Figure 1. Clock wires, drivers and flops.
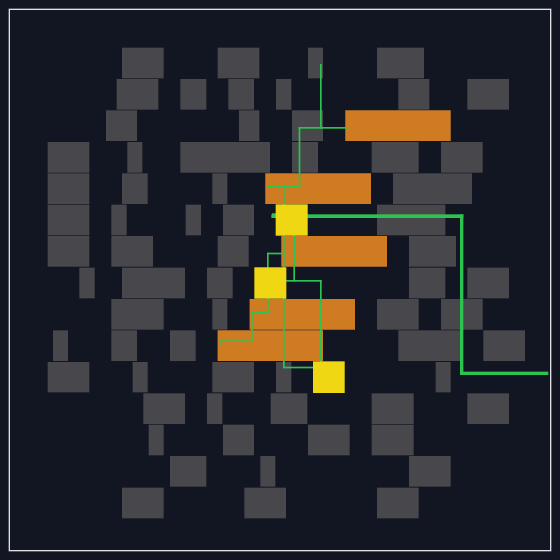
Figure 2. Placed cells, one color a class.
Scale bar: 10 µm. Fill, decap, tap and diode cells in gray.
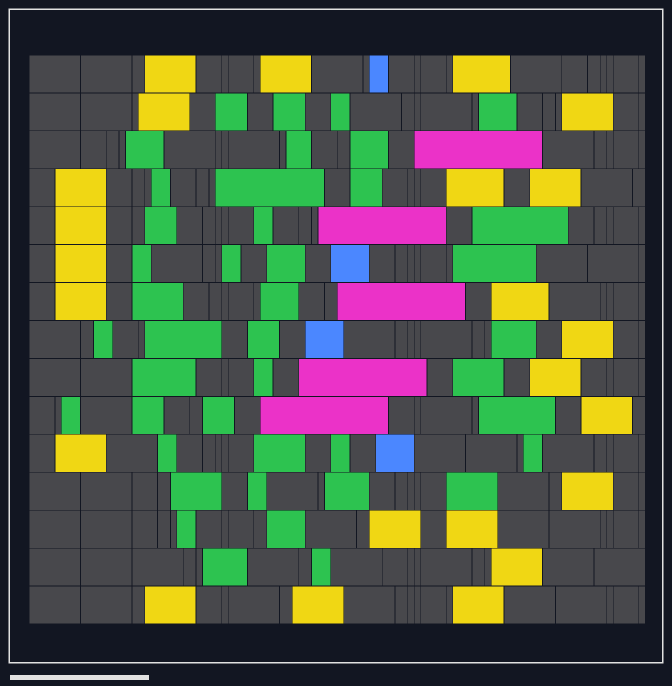
==> src/rtl/router_pkg.sv <==
// Shared types and constants for the 1xN packet router: FSM, register stage and output FIFOs.
package router_pkg;

    localparam int ROUTER_NUM_PORTS = 3;
    localparam int ROUTER_ADDR_W    = 2;

    typedef enum logic [2:0] {
        DECODE_ADDRESS     = 3'd0,
        LOAD_FIRST_DATA    = 3'd1,
        LOAD_DATA          = 3'd2,
        LOAD_PARITY        = 3'd3,
        FIFO_FULL_STATE    = 3'd4,
        LOAD_AFTER_FULL    = 3'd5,
        WAIT_TILL_EMPTY    = 3'd6,
        CHECK_PARITY_ERROR = 3'd7
    } router_state_e;

endpackage

==> src/rtl/router_fsm.sv <==
// Control FSM for the 1xN packet router: header decode, FIFO hold-off and register-stage strobes.
// Optional macro ROUTER_FSM_SOFT_RESET_EN adds soft_reset[] to abort a packet stuck on a timed-out FIFO.
module router_fsm
    import router_pkg::*;
#(
    parameter int NUM_PORTS = ROUTER_NUM_PORTS,
    parameter int ADDR_W    = ROUTER_ADDR_W
) (
    input  logic                 clock,
    input  logic                 resetn,
    input  logic                 pkt_valid,
    input  logic [ADDR_W-1:0]    data_in,
    input  logic                 fifo_full,
    input  logic [NUM_PORTS-1:0] fifo_empty,
    input  logic                 parity_done,
    input  logic                 low_pkt_valid,
`ifdef ROUTER_FSM_SOFT_RESET_EN
    input  logic [NUM_PORTS-1:0] soft_reset,
`endif
    output logic [ADDR_W-1:0]    dest_sel,
    output logic                 detect_add,
    output logic                 lfd_state,
    output logic                 ld_state,
    output logic                 laf_state,
    output logic                 full_state,
    output logic                 rst_int_reg,
    output logic                 write_enb_reg,
    output logic                 busy
);

    localparam int                ADDR_SPAN   = 1 << ADDR_W;
    localparam logic [ADDR_W:0]   NUM_PORTS_W = NUM_PORTS[ADDR_W:0];

    router_state_e          state_q, state_d;
    logic [ADDR_W-1:0]      dest_sel_q, dest_sel_d;
    logic [ADDR_SPAN-1:0]   empty_ext;
    logic                   addr_valid;

    // Pad the empty flags to the full address span so a variable index never leaves the vector.
    always_comb begin
        empty_ext                  = '0;
        empty_ext[NUM_PORTS-1:0]   = fifo_empty;
    end

    assign addr_valid = pkt_valid && ({1'b0, data_in} < NUM_PORTS_W);

    // NOTE: state uses non-blocking assignments so every flop samples the pre-edge values.
    always_ff @(posedge clock or negedge resetn) begin
        if (!resetn) begin
            state_q    <= DECODE_ADDRESS;
            dest_sel_q <= '0;
        end else begin
            state_q    <= state_d;
            dest_sel_q <= dest_sel_d;
        end
    end

    // NOTE: defaults first so every path assigns state_d/dest_sel_d and no latch is inferred.
    always_comb begin
        state_d    = state_q;
        dest_sel_d = dest_sel_q;
        case (state_q)
            DECODE_ADDRESS: begin
                if (addr_valid) begin
                    dest_sel_d = data_in;
                    state_d    = empty_ext[data_in] ? LOAD_FIRST_DATA : WAIT_TILL_EMPTY;
                end
            end
            LOAD_FIRST_DATA:    state_d = LOAD_DATA;
            LOAD_DATA: begin
                if (fifo_full)       state_d = FIFO_FULL_STATE;
                else if (!pkt_valid) state_d = LOAD_PARITY;
            end
            LOAD_PARITY:        state_d = CHECK_PARITY_ERROR;
            CHECK_PARITY_ERROR: state_d = fifo_full ? FIFO_FULL_STATE : DECODE_ADDRESS;
            FIFO_FULL_STATE: begin
                if (!fifo_full) state_d = LOAD_AFTER_FULL;
            end
            LOAD_AFTER_FULL: begin
                if (parity_done)        state_d = DECODE_ADDRESS;
                else if (low_pkt_valid) state_d = LOAD_PARITY;
                else                    state_d = LOAD_DATA;
            end
            WAIT_TILL_EMPTY: begin
                if (empty_ext[dest_sel_q]) state_d = LOAD_FIRST_DATA;
            end
            default:            state_d = DECODE_ADDRESS;
        endcase
`ifdef ROUTER_FSM_SOFT_RESET_EN
        if ((state_q != DECODE_ADDRESS) && soft_reset[dest_sel_q])
            state_d = DECODE_ADDRESS;
`endif
    end

    assign dest_sel      = dest_sel_q;
    assign detect_add    = (state_q == DECODE_ADDRESS);
    assign lfd_state     = (state_q == LOAD_FIRST_DATA);
    assign ld_state      = (state_q == LOAD_DATA);
    assign laf_state     = (state_q == LOAD_AFTER_FULL);
    assign full_state    = (state_q == FIFO_FULL_STATE);
    assign rst_int_reg   = (state_q == CHECK_PARITY_ERROR);
    assign write_enb_reg = (state_q == LOAD_DATA) || (state_q == LOAD_PARITY)
                        || (state_q == LOAD_AFTER_FULL);
    assign busy          = !((state_q == DECODE_ADDRESS) || (state_q == LOAD_DATA));

endmodule

==> config.mk <==
export PLATFORM = sky130hd
export DESIGN_NAME = router_fsm
export DESIGN_NICKNAME = d
export VERILOG_FILES = /design/src/rtl/router_pkg.sv /design/src/rtl/router_fsm.sv
export SDC_FILE = /design/constraint.sdc
export NUM_CORES = 1
export LEC_CHECK = 0
export ABC_CLOCK_PERIOD_IN_PS = 4100
export CAP_MARGIN = 15
export CELL_PAD_IN_SITES_DETAIL_PLACEMENT = 2
export CELL_PAD_IN_SITES_GLOBAL_PLACEMENT = 2
export CORE_UTILIZATION = 24
export DETAILED_ROUTE_END_ITERATION = 7
export GPL_TIMING_DRIVEN = 0
export PLACE_DENSITY_LB_ADDON = 0.12
export SLEW_MARGIN = 20
export SYNTH_ARGS = -nofsm -noshare
export SYNTH_HDL_FRONTEND = slang
export SYNTH_SLANG_ARGS = --single-unit
==> constraint.sdc <==
create_clock -name clock -period 4.1 [get_ports clock]
set_clock_uncertainty 0.2 [all_clocks]
set_input_delay 1.23 -clock clock [delete_from_list [all_inputs] [get_ports clock]]
set_output_delay 1.23 -clock clock [all_outputs]
set_load 0.02 [all_outputs]
==> results.json <==
{
  "met1_usage_pct": 22.0,
  "met2_usage_pct": 22.8,
  "seq_share_pct": 16.9,
  "start_kind": "register",
  "syn_area_um2": 480,
  "fillers": 216,
  "overflow": 0,
  "status": "completed",
  "warning_count": 26,
  "top_usage_layer": "met2",
  "postCtsSetupRepairBufs": 0,
  "worstSetupEndpointType": "output port",
  "synth.avg_cell_area_um2": 9.61,
  "relSlewSlack_pct": 80.2,
  "instances_no_fill": 99,
  "power-top-group": "combinational logic",
  "ys_warn_count": 0,
  "grt_pass1_vias": 492,
  "clkTransAtPathRegs_ns": 0.05,
  "grt_max_degree": 11,
  "dieArea_mm2": 0.00218,
  "coreArea_mm2": 0.00180,
  "root_buffer": "clkbuf_4",
  "worstHoldStart": "dest_sel[1]",
  "dp_hpwl_um": 1190,
  "htreeDepth": 1,
  "clock.latency.late_pin_ns": 0.24,
  "p_comb_uw": 438,
  "fp_util_pct": 26.7,
  "wl_um": 1480,
  "grt_pass1_wl_um": 2390,
  "wl_met3_um": 69
}
Notes on Figure 1 above:
legend:
  clock drivers:
    color: yellow
    count: 3
  clock wires:
    color: green
    length: 107 µm
  flip-flops:
    color: orange
    count: 5
routed clock nets: 4

Notes on Figure 2 above:
legend:
  combinational and other logic:
    color: green
    cells: 42
    share_of_their_area: 45%
  sequential cells:
    color: magenta
    cells: 5
    share_of_their_area: 18%
  remaining buffers and delay cells:
    color: yellow
    cells: 23
    share_of_their_area: 33%
  clock drivers and dummy loads:
    color: blue
    cells: 4
    share_of_their_area: 3.7%

## critical path: stages, from the launching register on
cell and delay, ns:
dfrtp_1 0.44, buf_6 0.17, nor2_1 0.11, and2_2 0.16, nand2b_1 0.09, clkdlybuf4s50_1 0.59
## synth_stat cells
master    number
dfrtp_1        5
o211a_1        1
o221ai_2       2
maj3_1         1
and3b_1        1
a31oi_1        1
buf_6          3
o21a_1         1
nand4_1        2
a22oi_4        1
nor3_4         1
o22a_1         2
a211oi_2       1
nor2_1         5
or2b_1         1
nand2_1        5
a21oi_1        1
inv_1          4
and2_1         1
o22ai_1        1
and3_2         1
nor3b_4        1
mux2i_1        2
and2_2         1
a21bo_2        1
nand3b_1       1
o211ai_1       1
nand2b_1       2
## cell families (layout without fill, tap and decap cells)
| kind of cell | Yosys count | count (layout) | share of synthesized area, % |
|---|---|---|---|
| AND-OR/OR-AND | 13 | 13 | 27.9 |
| adder cells (fa/ha/maj) | 1 | 1 | 2.08 |
| buffers and inverters | 7 | 31 | 10.2 |
| flip-flops | 5 | 5 | 26.0 |
| multiplexers | 2 | 2 | 4.17 |
| AND/OR/NAND/NOR | 22 | 22 | 29.7 |
## state kept, by name (all words and copies together), names as in the netlist
name      count
dest_sel      2
state_q       3
## metrics by stage
| step | setup slack, ns | power [mW] | hold slack [ns] |
|---|---|---|---|
| after floorplan | 1.55 | 0.393 | 0.449 |
| after global placement | 1.10 | 0.543 | 0.368 |
| after detailed placement | 1.10 | 0.551 | 0.374 |
| after CTS | 0.830 | 0.613 | 0.383 |
| after global routing | 0.768 | 0.647 | 0.399 |
| final | 0.859 | 0.605 | 0.373 |
Power figures rest on the tool's default switching activity, not on a simulated workload.
